[src/rtl/serial_adder_subtractor.sv]
// Bit-serial unsigned adder/subtractor with request/response handshakes.
// Optional SERIAL_ADDSUB_OVF_EN adds a registered signed-overflow output (ovf).
module serial_adder_subtractor #(
  parameter int WIDTH = 4
) (
  input  logic             clk,
  input  logic             rst_n,
  input  logic             req_valid,
  output logic             req_ready,
  input  logic [WIDTH-1:0] x,
  input  logic [WIDTH-1:0] y,
  input  logic             control,
  output logic             rsp_valid,
  input  logic             rsp_ready,
  output logic [WIDTH-1:0] z,
  output logic             cout
`ifdef SERIAL_ADDSUB_OVF_EN
  ,
  output logic             ovf
`endif
);

  localparam int CW = $clog2(WIDTH + 1);

  typedef enum logic [1:0] {IDLE, BUSY, DONE} state_e;

  state_e           state_q, state_d;
  logic [WIDTH-1:0] a_q, a_d, b_q, b_d, res_q, res_d, z_q, z_d;
  logic             carry_q, carry_d, cout_q, cout_d;
  logic [CW-1:0]    cnt_q, cnt_d;
  logic             sum_bit, maj_bit;
`ifdef SERIAL_ADDSUB_OVF_EN
  logic             cmsb_q, cmsb_d, ovf_q, ovf_d;
`endif

  assign sum_bit = a_q[0] ^ b_q[0] ^ carry_q;
  assign maj_bit = (a_q[0] & b_q[0]) | (a_q[0] & carry_q) | (b_q[0] & carry_q);

  always_ff @(posedge clk or negedge rst_n) begin
    if (!rst_n) begin
      state_q <= IDLE;
      a_q     <= '0;
      b_q     <= '0;
      res_q   <= '0;
      z_q     <= '0;
      carry_q <= 1'b0;
      cout_q  <= 1'b0;
      cnt_q   <= '0;
`ifdef SERIAL_ADDSUB_OVF_EN
      cmsb_q  <= 1'b0;
      ovf_q   <= 1'b0;
`endif
    end else begin
      state_q <= state_d;
      a_q     <= a_d;
      b_q     <= b_d;
      res_q   <= res_d;
      z_q     <= z_d;
      carry_q <= carry_d;
      cout_q  <= cout_d;
      cnt_q   <= cnt_d;
`ifdef SERIAL_ADDSUB_OVF_EN
      cmsb_q  <= cmsb_d;
      ovf_q   <= ovf_d;
`endif
    end
  end

  always_comb begin
    state_d   = state_q;
    a_d       = a_q;
    b_d       = b_q;
    res_d     = res_q;
    z_d       = z_q;
    carry_d   = carry_q;
    cout_d    = cout_q;
    cnt_d     = cnt_q;
    req_ready = 1'b0;
    rsp_valid = 1'b0;
`ifdef SERIAL_ADDSUB_OVF_EN
    cmsb_d    = cmsb_q;
    ovf_d     = ovf_q;
`endif
    case (state_q)
      IDLE: begin
        req_ready = 1'b1;
        if (req_valid) begin
          // Subtraction as x + ~y + 1: invert b and seed the carry with control.
          a_d     = x;
          b_d     = y ^ {WIDTH{control}};
          carry_d = control;
          res_d   = '0;
          cnt_d   = '0;
          state_d = BUSY;
        end
      end
      BUSY: begin
        if (cnt_q == CW'(WIDTH)) begin
          // Extra registration cycle after the last slice: publish the result.
          z_d     = res_q;
          cout_d  = carry_q;
`ifdef SERIAL_ADDSUB_OVF_EN
          ovf_d   = cmsb_q ^ carry_q;
`endif
          state_d = DONE;
        end else begin
          res_d   = {sum_bit, res_q[WIDTH-1:1]};
          a_d     = a_q >> 1;
          b_d     = b_q >> 1;
          carry_d = maj_bit;
          cnt_d   = cnt_q + CW'(1);
`ifdef SERIAL_ADDSUB_OVF_EN
          if (cnt_q == CW'(WIDTH - 1)) cmsb_d = carry_q;
`endif
        end
      end
      DONE: begin
        rsp_valid = 1'b1;
        if (rsp_ready) state_d = IDLE;
      end
      default: state_d = IDLE;
    endcase
  end

  assign z    = z_q;
  assign cout = cout_q;
`ifdef SERIAL_ADDSUB_OVF_EN
  assign ovf  = ovf_q;
`endif

endmodule
[config.mk]
export PLATFORM = sky130hd
export DESIGN_NAME = serial_adder_subtractor
export DESIGN_NICKNAME = d
export VERILOG_FILES = /design/src/rtl/serial_adder_subtractor.sv
export SDC_FILE = /design/constraint.sdc
export NUM_CORES = 1
export LEC_CHECK = 0
export CAP_MARGIN = 20
export CORE_MARGIN = 2
export CORE_UTILIZATION = 54
export DETAILED_ROUTE_END_ITERATION = 10
export GPL_TIMING_DRIVEN = 0
export PLACE_DENSITY = 0.82
export SLEW_MARGIN = 20
export SYNTH_ARGS = -nofsm -noshare
export SYNTH_HDL_FRONTEND = slang
export SYNTH_SLANG_ARGS = --single-unit
[constraint.sdc]
create_clock -name clk -period 5.5 [get_ports clk]
set_input_delay 1.1 -clock clk [delete_from_list [all_inputs] [get_ports clk]]
set_output_delay 1.1 -clock clk [all_outputs]
set_load 0.01 [all_outputs]
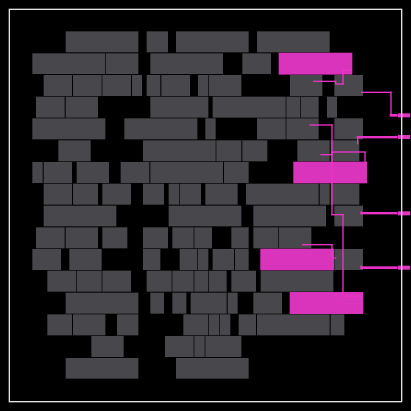
**Above:** run 1 (I/O nets highlighted).
Scale: 8 px per um.
legend:
  magenta:
    port: `z`
    bits: 4
    direction: output
    end_cells: 4
    buffers: 4
    wire: 69.9 um
I/O pins: 20
PortBufs: 18

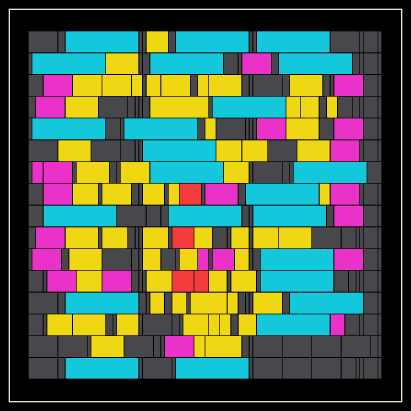
**Above:** run 1 (cells coloured by class).
Scale: 8 px per um. Fill, decap, tap and diode cells in grey.
legend:
  red:
    class: clock drivers and dummy loads
    cells: 4
  yellow:
    class: remaining logic cells
    cells: 59
  magenta:
    class: remaining buffers and delay cells
    cells: 22
  cyan:
    class: sequential cells
    cells: 23

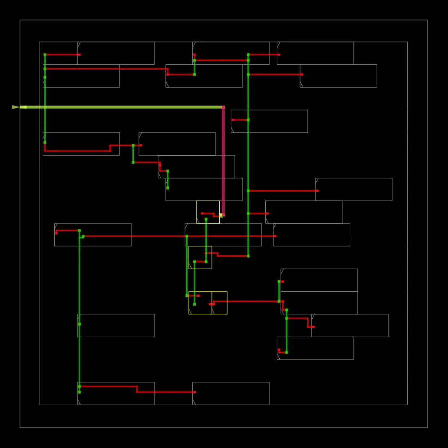
**Above:** run 1 (clock nets).
clock buf count: 3
clock skew: 11.32 ps
CTS Buf Count: 3
Worst-Skew Late Latency: 310 ps
Seq cells: 23

## run 1: area by class of cell
class,count,share of cell area
repair buffers,18,0.1323
clock buffers,3,0.01701
inverters,8,0.02647
multi-input cells,51,0.3403
well taps,27,0.02552
plain buffers,4,0.01985
flip-flops and latches,23,0.4348
clock inverters,1,0.003781
## run 1: registers in the layout, summed over array words and instances, names as in the netlist
signal	count
a_q	4
b_q	4
res_q	4
z	4
cnt_q	3
state_q	2
carry_q	1
cout	1
## run 1: metrics by stage
| step | area, um^2 | hold slack (ps) | worst slack [ps] | cells | power, W |
|---|---|---|---|---|---|
| floorplan | 1087 | 444.1 | 3381 | 86 | 0.0005538 |
| detailed placement | 1301 | 471.0 | 2824 | 131 | 0.0006637 |
| CTS | 1329 | 499.9 | 2817 | 135 | 0.0007400 |
| global route | 1324 | 529.0 | 2751 | 135 | 0.0007862 |
| global placement | 1301 | 462.3 | 2836 | 131 | 0.0006466 |
| finish | 1324 | 492.3 | 2836 | 135 | 0.0007300 |
## run 1: metal layers
metal  routed length [um]  global-route usage
met1                  804              0.2195
met2                  918              0.3014
met3                   77             0.03067
met4                   12             0.04286
met5                    0                   0
## run 1: cells by family after synthesis
logic type	Yosys count	synth area share
AND-OR/OR-AND	11	0.07709
XOR/XNOR	4	0.03223
adder cells (fa/ha/maj)	3	0.04142
buffers and inverters	12	0.05640
flip-flops	23	0.5293
multiplexers	18	0.1807
AND/OR/NAND/NOR	15	0.08288
## run 1: cell usage in the layout, fill, tap and decap left out, types with 2 or more instances in the layout
cell type	n
mux2i_1	5
xor2_1	3
inv_1	7
mux2_2	13
dfrtp_1	23
clkbuf_1	2
clkbuf_4	3
ha_1	2
nand3_1	2
clkdlybuf4s50_1	17
o21ai_0	3
nor2_1	2
a21o_1	2
a22o_1	5
nor2b_1	2
## run 1: power by group through the flow
stage          clock network (W)  registers (W)  logic, W
4_1_cts                0.0000797       0.000295  0.000365
3_3_place_gp                   0       0.000295  0.000352
6_report               0.0000771       0.000295  0.000358
5_1_grt                0.0000868       0.000305  0.000394
2_1_floorplan                  0       0.000293  0.000261
3_5_place_dp                   0       0.000299  0.000365
## run 1: final timing paths
kind	end	slack [ps]	from	depth (start not counted)
setup / recovery	rsp_valid	2840	state_q[0]	3
hold / removal	b_q[3]	490	b_q[3]	1
setup reg to reg	b_q[1]	3600	cnt_q[0]	7
hold reg to reg	b_q[3]	490	b_q[3]	1
max in group asynchronous	state_q[0]	4410	rst_n	1
min in group asynchronous	z[3]	740	rst_n	1
==> impl_metrics.yaml, run 1 <==
# implementation run metrics
outcome:
  status: "finished clean"
layout:
  final_util: 0.6888
  seq_area_um2: 575.6
timing:
  rsz0062_at_grt: "no"
  hold_violations: 0
  tightestPinTransition_ps: 509.3
  period_minus_slack_ps: 2664
  relSlewSlack: 0.6604
  maxSlewViolCount: 0
  fin_setup_tns_ps: 0
  post-route-period-util: 0.4843
  fmax_mhz: 375.4
route:
  ant_nets: 0
  drc: 0
  drtIter0Drc: 5
  vias: 702
  drt-total-wl_mm: 1.813
  firstDrtPassIters: 4
placement:
  gp_congestion: 0.7301
  place_hpwl_mm: 1.351
critical_path:
  crit_path_top_delay_cell: "clkdlybuf4s50_1"
  path_delay_family: "buffers and inverters"
  cp_data_arrival_time_ps: 1560
  cp-start-kind: "flop"
  crit_chain: "nand2b_1 -> inv_1 -> clkdlybuf4s50_1"
  path_buffers: 2
  critPathKind: "flop to primary output"
cts:
  cts_setup_buffers: 0
  cts_sinks: 23
  root_buffer: "clkbuf_4"
  cts_tree: "built"
  cts_hold_buf: 0
  clk_pin_slew_ps: 120
yosys:
  numSynthFlops: 23
  synth_nets: 102
  top_cell: "dfrtp_1"
  syn_area_per_cell_um2: 12.64
  edf_count: 0
  yosys_warnings: 0
  ys_area_mm2: 0.001087
global_route:
  antenna_found_initial: 0
  gr-total-overflow: 0
  grt_pass1_wl_mm: 3.139
  grt_usage: 0.1714
power:
  p_leak_nw: 0.6600
  power.share.clock: 0.106
  p_int_w: 0.0004762
  peakVddDrop_mv: 0.3113
  combPwrFrac: 0.491
worst_hold_path:
  hold_path.class: "flop to flop"
floorplan:
  core_area_mm2: 0.001922
  die_area_mm2: 0.002388
job:
  warning_count: 27
==> inputs of run 2 (changes only) <==
--- a/config.mk
+++ b/config.mk
@@ -7,10 +7,10 @@
 export LEC_CHECK = 0
 export CAP_MARGIN = 20
 export CORE_MARGIN = 2
-export CORE_UTILIZATION = 54
+export CORE_UTILIZATION = 45
 export DETAILED_ROUTE_END_ITERATION = 10
 export GPL_TIMING_DRIVEN = 0
-export PLACE_DENSITY = 0.82
+export PLACE_DENSITY = 0.73
 export SLEW_MARGIN = 20
 export SYNTH_ARGS = -nofsm -noshare
 export SYNTH_HDL_FRONTEND = slang
==> constraint.sdc (replaced) <==
create_clock -name clk -period 2.3 [get_ports clk]
set_input_delay 0.46 -clock clk [delete_from_list [all_inputs] [get_ports clk]]
set_output_delay 0.46 -clock clk [all_outputs]
set_load 0.01 [all_outputs]
==> run 2 against run 1 <==
  * Sequential power increased by 140%
  * Final cell count increased by 0.74%
  * Area after synthesis unchanged
  * Worst hold slack got worse by 390 ps
  * Critical path depth unchanged
  * Final area about the same
  * Combinational power increased by 140%
  * Via count increased by 0.43%
  * First-iteration DRC count decreased by 80%
  * Flip-flop count unchanged
  * Register-to-register slack got worse by 3200 ps
  * Setup slack got worse by 2600 ps
  * Critical endpoint unchanged
==> impl_metrics.yaml, run 2 <==
# implementation run metrics
timing:
  post-route-period-util: 0.8777
  hold_violations: 0
  maxSlewViolCount: 0
  fin_setup_tns_ps: 0
  fmax_mhz: 495.4
  fin_worst_skew_ps: 2.716
  tightestPinTransition_ps: 492.9
  relSlewSlack: 0.6714
  whs_ps: 98.70
yosys:
  logic_family: "multiplexers"
  syn_area_per_cell_um2: 12.64
  synth_nets: 102
  yosys_warnings: 0
  top_cell: "dfrtp_1"
  numSynthFlops: 23
  ys_area_mm2: 0.001087
  xor_area_frac: 0.03222
  aoi_share: 0.07710
  ys_sh_mux: 0.1807
  ys_sh_simple: 0.08285
  edf_count: 0
route:
  firstDrtPassIters: 4
  drtIter0Drc: 1
critical_path:
  cp-start-kind: "flop"
  path_delay_family: "buffers and inverters"
  r2r_end: "b_q[2]"
  ff2ff_setup_slack_ps: 420
  crit_path_top_delay_cell: "clkdlybuf4s50_1"
  cp-startpoint: "state_q[0]"
  reg2reg_depth: 7
  critPathKind: "flop to primary output"
  cp_data_arrival_time_ps: 1560
  crit_chain: "nand2b_1 -> inv_1 -> clkdlybuf4s50_1"
  path_buffers: 2
placement:
  numPortBuffers: 18
  placed_area_mm2: 0.001303
  gp_congestion: 0.7011
  place_inst: 132
  place_hpwl_mm: 1.291
global_route:
  grt_usage: 0.1502
  antenna_found_initial: 0
  gr-total-overflow: 0
layout:
  seq_area_um2: 575.6
  final_common_cell: "dfrtp_1"
  final_area_mm2: 0.001325
  lay_top_cells: "dfrtp_1, clkdlybuf4s50_1, mux2_2, inv_1"
  finalNonFillerCells: 136
floorplan:
  io_pins: 20
  core_area_mm2: 0.002255
  dieWidth_um: 53.16
  die_area_mm2: 0.002825
cts:
  clk_pin_slew_ps: 120
  cts_tree: "built"
  root_buffer: "clkbuf_4"
  cts_sinks: 23
  worstSkewPairLatency_ps: 300
  cts_setup_buffers: 0
  cts_buffers: 3
power:
  peakVddDrop_mv: 0.6019
  p_leak_nw: 0.6600
job:
  warning_count: 27
worst_hold_path:
  hold_path.class: "input port to asynchronous set/reset pin"
outcome:
  status: "finished clean"
## run 2: metal layers
layer | track usage | vias to the layer above | wire length, um
met5 | 0 | - | 0
met4 | 0.06410 | 0 | 12
met3 | 0.02825 | 2 | 83
met2 | 0.2667 | 15 | 807
met1 | 0.1752 | 342 | 803
li1 | - | 346 | -
## run 2: area by class of cell
cell class,instances,share of cell area
Inverter,8,0.02644
Clock buffer,3,0.01700
Tap cell,28,0.02644
Timing Repair Buffer,18,0.1322
Multi-Input combinational cell,51,0.3399
Sequential cell,23,0.4344
Buffer,4,0.01983
Clock inverter,1,0.003777
## run 2: per-stage QoR
step | util | setup WS, ps | power, W
global placement | 0.5777 | 277.4 | 0.001550
CTS | 0.5899 | 258.1 | 0.001765
detailed placement | 0.5777 | 263.8 | 0.001581
global route | 0.5877 | 169.6 | 0.001894
finish | 0.5877 | 281.3 | 0.001734
floorplan | - | 529.1 | 0.001324
## run 2: worst register-to-register path, stage by stage (launching register included)
cell     delay (ps)
dfrtp_1         370
inv_1            70
ha_1            220
and3_1          180
or3_1           350
buf_6           160
inv_6           100
mux2_2          340
## run 2: how the worst max path moves through the flow
stage / cells past startpoint / slack (ps) / to
global placement: 6 / 280 / a_q[2]
finish: 3 / 280 / rsp_valid
detailed placement: 6 / 260 / b_q[2]
global route: 3 / 170 / rsp_valid
CTS: 3 / 260 / rsp_valid
floorplan: 7 / 530 / a_q[1]
## run 2: kinds of logic after synthesis
| logic type | after synthesis |
|---|---|
| compound gates | 11 |
| flops | 23 |
| fa+ha+maj | 3 |
| mux | 18 |
| xor+xnor | 4 |
| simple gates | 15 |
| buf+inv | 12 |
## run 2: power breakdown
| part | switching [W] | internal [W] | leakage (nW) |
|---|---|---|---|
| Clock | 0.000117 | 0.0000648 | 0.0177 |
| Sequential | 0.000109 | 0.000588 | 0.290 |
| Combinational | 0.000369 | 0.000486 | 0.352 |
| Total | 0.000595 | 0.00114 | 0.660 |
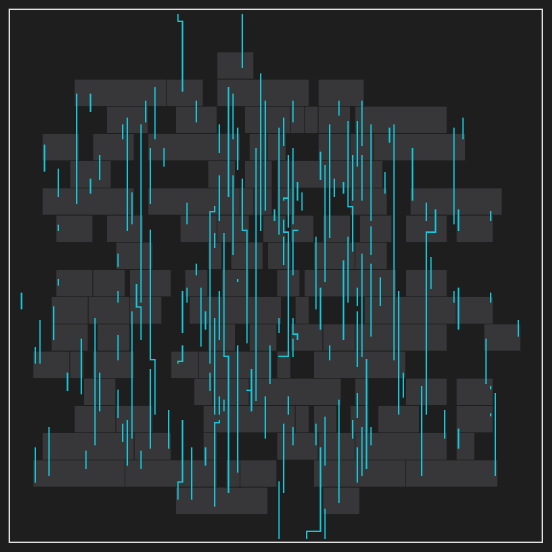
**Above:** run 2 (met2 routing).
Scale: 10 px per um.
main direction: vertical
wire length on this layer: 808 um
longest straight run: 25.2 um
DR vias: 705
WL final: 1.708 mm

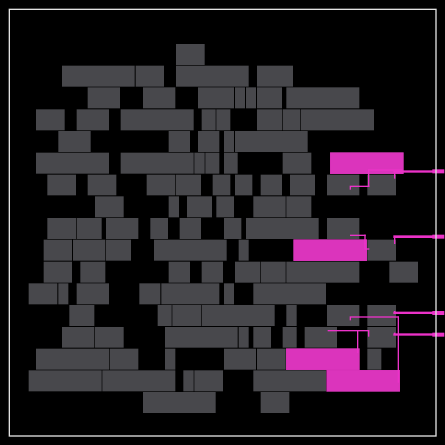
**Above:** run 2 (I/O nets highlighted).
Scale: 8 px per um.
legend:
  magenta:
    port: `z`
    bits: 4
    direction: output
    end_cells: 4
    buffers: 4
    wire: 57.1 um

==> inputs of run 3 (changes only) <==
--- a/config.mk
+++ b/config.mk
@@ -10,6 +10,7 @@
 export CORE_UTILIZATION = 45
 export DETAILED_ROUTE_END_ITERATION = 10
 export GPL_TIMING_DRIVEN = 0
+export MAX_ROUTING_LAYER = met4
 export PLACE_DENSITY = 0.73
 export SLEW_MARGIN = 20
 export SYNTH_ARGS = -nofsm -noshare
==> run 3 against run 2 <==
  * Highest routed layer unchanged
  * Largest cell class unchanged
  * Critical path depth stayed put
  * Sequential power hardly changed
  * Register-to-register slack hardly changed
==> impl_metrics.yaml, run 3 <==
# implementation run metrics
timing:
  post-route-period-util: 0.8781
  setup_viol: 0
  hold_violations: 0
  maxSlewViolCount: 0
  relSlewSlack: 0.6677
  rsz0062_at_grt: "no"
  fin_setup_tns_ps: 0
  period_minus_slack_ps: 2020
  tightestPinTransition_ps: 498.4
  fmax_mhz: 495.1
global_route:
  grt_pass1_wl_mm: 3.049
  grt_max_degree: 24
  antenna_found_initial: 0
  gr-total-overflow: 0
  grt_usage: 0.1541
critical_path:
  r2r_end: "b_q[2]"
  cpPeakStageDelay_ps: 520
  path_buffers: 2
  ff2ff_setup_slack_ps: 420
  cp_data_arrival_time_ps: 1560
  critPathKind: "flop to primary output"
  path_delay_family: "buffers and inverters"
  timing.rr.start: "cnt_q[0]"
  cp-start-kind: "flop"
  crit_chain: "nand2b_1 -> inv_1 -> clkdlybuf4s50_1"
  reg2reg_depth: 7
  cp_max_fo: 8
  crit_path_top_delay_cell: "clkdlybuf4s50_1"
  crit_cells: 3
outcome:
  status: "finished clean"
power:
  p_leak_nw: 0.6600
  peakVddDrop_mv: 0.6020
layout:
  antenna_cells: 0
  final_common_cell: "dfrtp_1"
  syn2layout_area_growth_pct: 21.86
  finalNonFillerCells: 136
  lay_top_cells: "dfrtp_1, clkdlybuf4s50_1, mux2_2, inv_1"
yosys:
  ys_area_mm2: 0.001087
  top_area_frac: 0.5293
  synth_nets: 102
  numSynthFlops: 23
  edf_count: 0
  top_cell: "dfrtp_1"
  synth_area_leader_cell: "dfrtp_1"
  ys_cells: 86
  yosys_warnings: 0
  syn_area_per_cell_um2: 12.64
placement:
  numPortBuffers: 18
  gp_congestion: 0.7088
  place_hpwl_mm: 1.291
  place_inst: 132
job:
  warning_count: 27
cts:
  cts_buffers: 3
  cts_sinks: 23
  cts.repair.resized: 0
  clk_pin_slew_ps: 120
  cts_max_level: 1
  cts_setup_buffers: 0
  root_buffer: "clkbuf_4"
  cts_hold_buf: 0
  clockBufferDepth: 2
  cts_tree: "built"
route:
  firstDrtPassIters: 4
  ant_nets: 0
  drc: 0
  vias: 703
  drtIter0Drc: 2
  drt-total-wl_mm: 1.708
floorplan:
  die_area_mm2: 0.002825
  die_height_um: 53.16
  core_area_mm2: 0.002255
  rows: 17
  dieWidth_um: 53.16
  io_pins: 20
worst_hold_path:
  hold_path.class: "input port to asynchronous set/reset pin"
[run 3: cell counts after synthesis]
Identical to the previous run, type by type.
[run 3: power by group]
part	total (W)	switching [W]	internal, W
clock network	0.000182	0.000118	0.0000648
logic	0.000856	0.000369	0.000486
registers	0.000697	0.000109	0.000588
[run 3: worst max-delay path by stage]
stage,slack [ps],to,startpoint
2_1_floorplan,530,a_q[1],cnt_q[0]
3_3_place_gp,280,a_q[2],req_valid
3_5_place_dp,260,b_q[2],req_valid
4_1_cts,260,rsp_valid,state_q[0]
5_1_grt,170,rsp_valid,state_q[0]
6_report,280,rsp_valid,state_q[0]
[run 3: logic make-up (layout without fill, tap and decap cells)]
logic type | count (synthesis) | after routing | share of synthesized area
AND-OR/OR-AND | 11 | 11 | 0.07709
XOR/XNOR | 4 | 4 | 0.03223
adder cells (fa/ha/maj) | 3 | 3 | 0.04142
buffers and inverters | 12 | 34 | 0.05640
flip-flops | 23 | 23 | 0.5293
multiplexers | 18 | 18 | 0.1807
AND/OR/NAND/NOR | 15 | 15 | 0.08288
[run 3: metal layers]
metal  GRT usage  routed length (um)  vias to the layer above
li1            -                   -                      346
met1      0.1788                 813                      340
met2      0.2646                 808                       15
met3     0.02542                  74                        2
met4     0.06410                  12                        0
met5           -                   0                        -
[run 3: through the flow]
step | utilization | worst slack, ps | hold slack, ps | cell area (um^2) | power [W]
finish | 0.5877 | 280.3 | 100.2 | 1325 | 0.001735
global route | 0.5877 | 169.6 | 127.3 | 1325 | 0.001894
CTS | 0.5899 | 258.1 | 496.6 | 1330 | 0.001765
detailed placement | 0.5777 | 263.8 | 464.7 | 1303 | 0.001581
global placement | 0.5777 | 277.4 | 461.4 | 1303 | 0.001550
floorplan | - | 529.1 | 164.4 | 1087 | 0.001324
[run 3: worst register-to-register path, cell delays in order (launching register included)]
cell and delay [ps]:
dfrtp_1 370, inv_1 60, ha_1 220, and3_1 180, or3_1 350, buf_6 160
inv_6 100, mux2_2 340
[run 3: final cells by class]
class	instances	area [um^2]
Fill cell	206	929.6
Multi-Input combinational cell	51	450.4
Tap cell	28	35.03
Clock buffer	3	22.52
Clock inverter	1	5.005
Inverter	8	35.03
Sequential cell	23	575.6
Buffer	4	26.28
Timing Repair Buffer	18	175.2
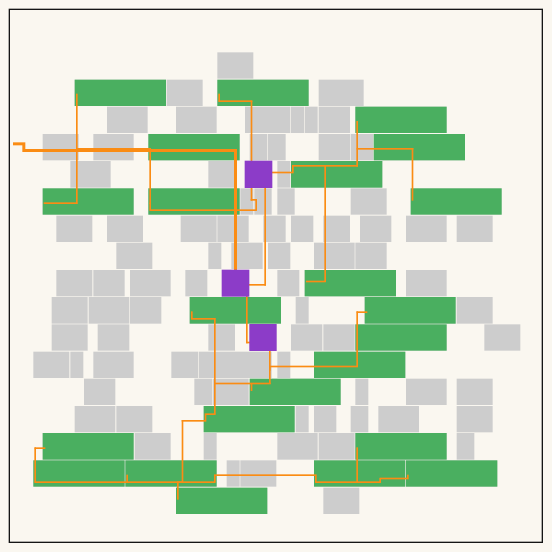
**Above:** run 3 (clock distribution).
Scale: 10 px per um.
legend:
  green:
    item: flip-flops
    count: 23
  orange:
    item: clock wires
    length: 249 um
  purple:
    item: clock-net drivers
    count: 3
routed clock nets: 4
clock share of power: 0.105
Worst-Skew Late Latency: 300 ps
clock skew: 2.401 ps

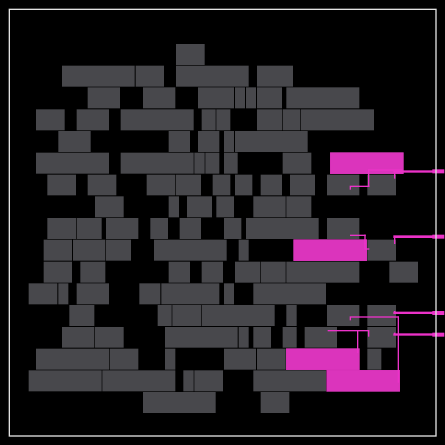
**Above:** run 3 (I/O nets highlighted).
Scale: 8 px per um.
legend:
  magenta:
    port: `z`
    bits: 4
    direction: output
    end_cells: 4
    buffers: 4
    wire: 57.1 um

No activity file was given, so power comes from the tool's default toggle rates.
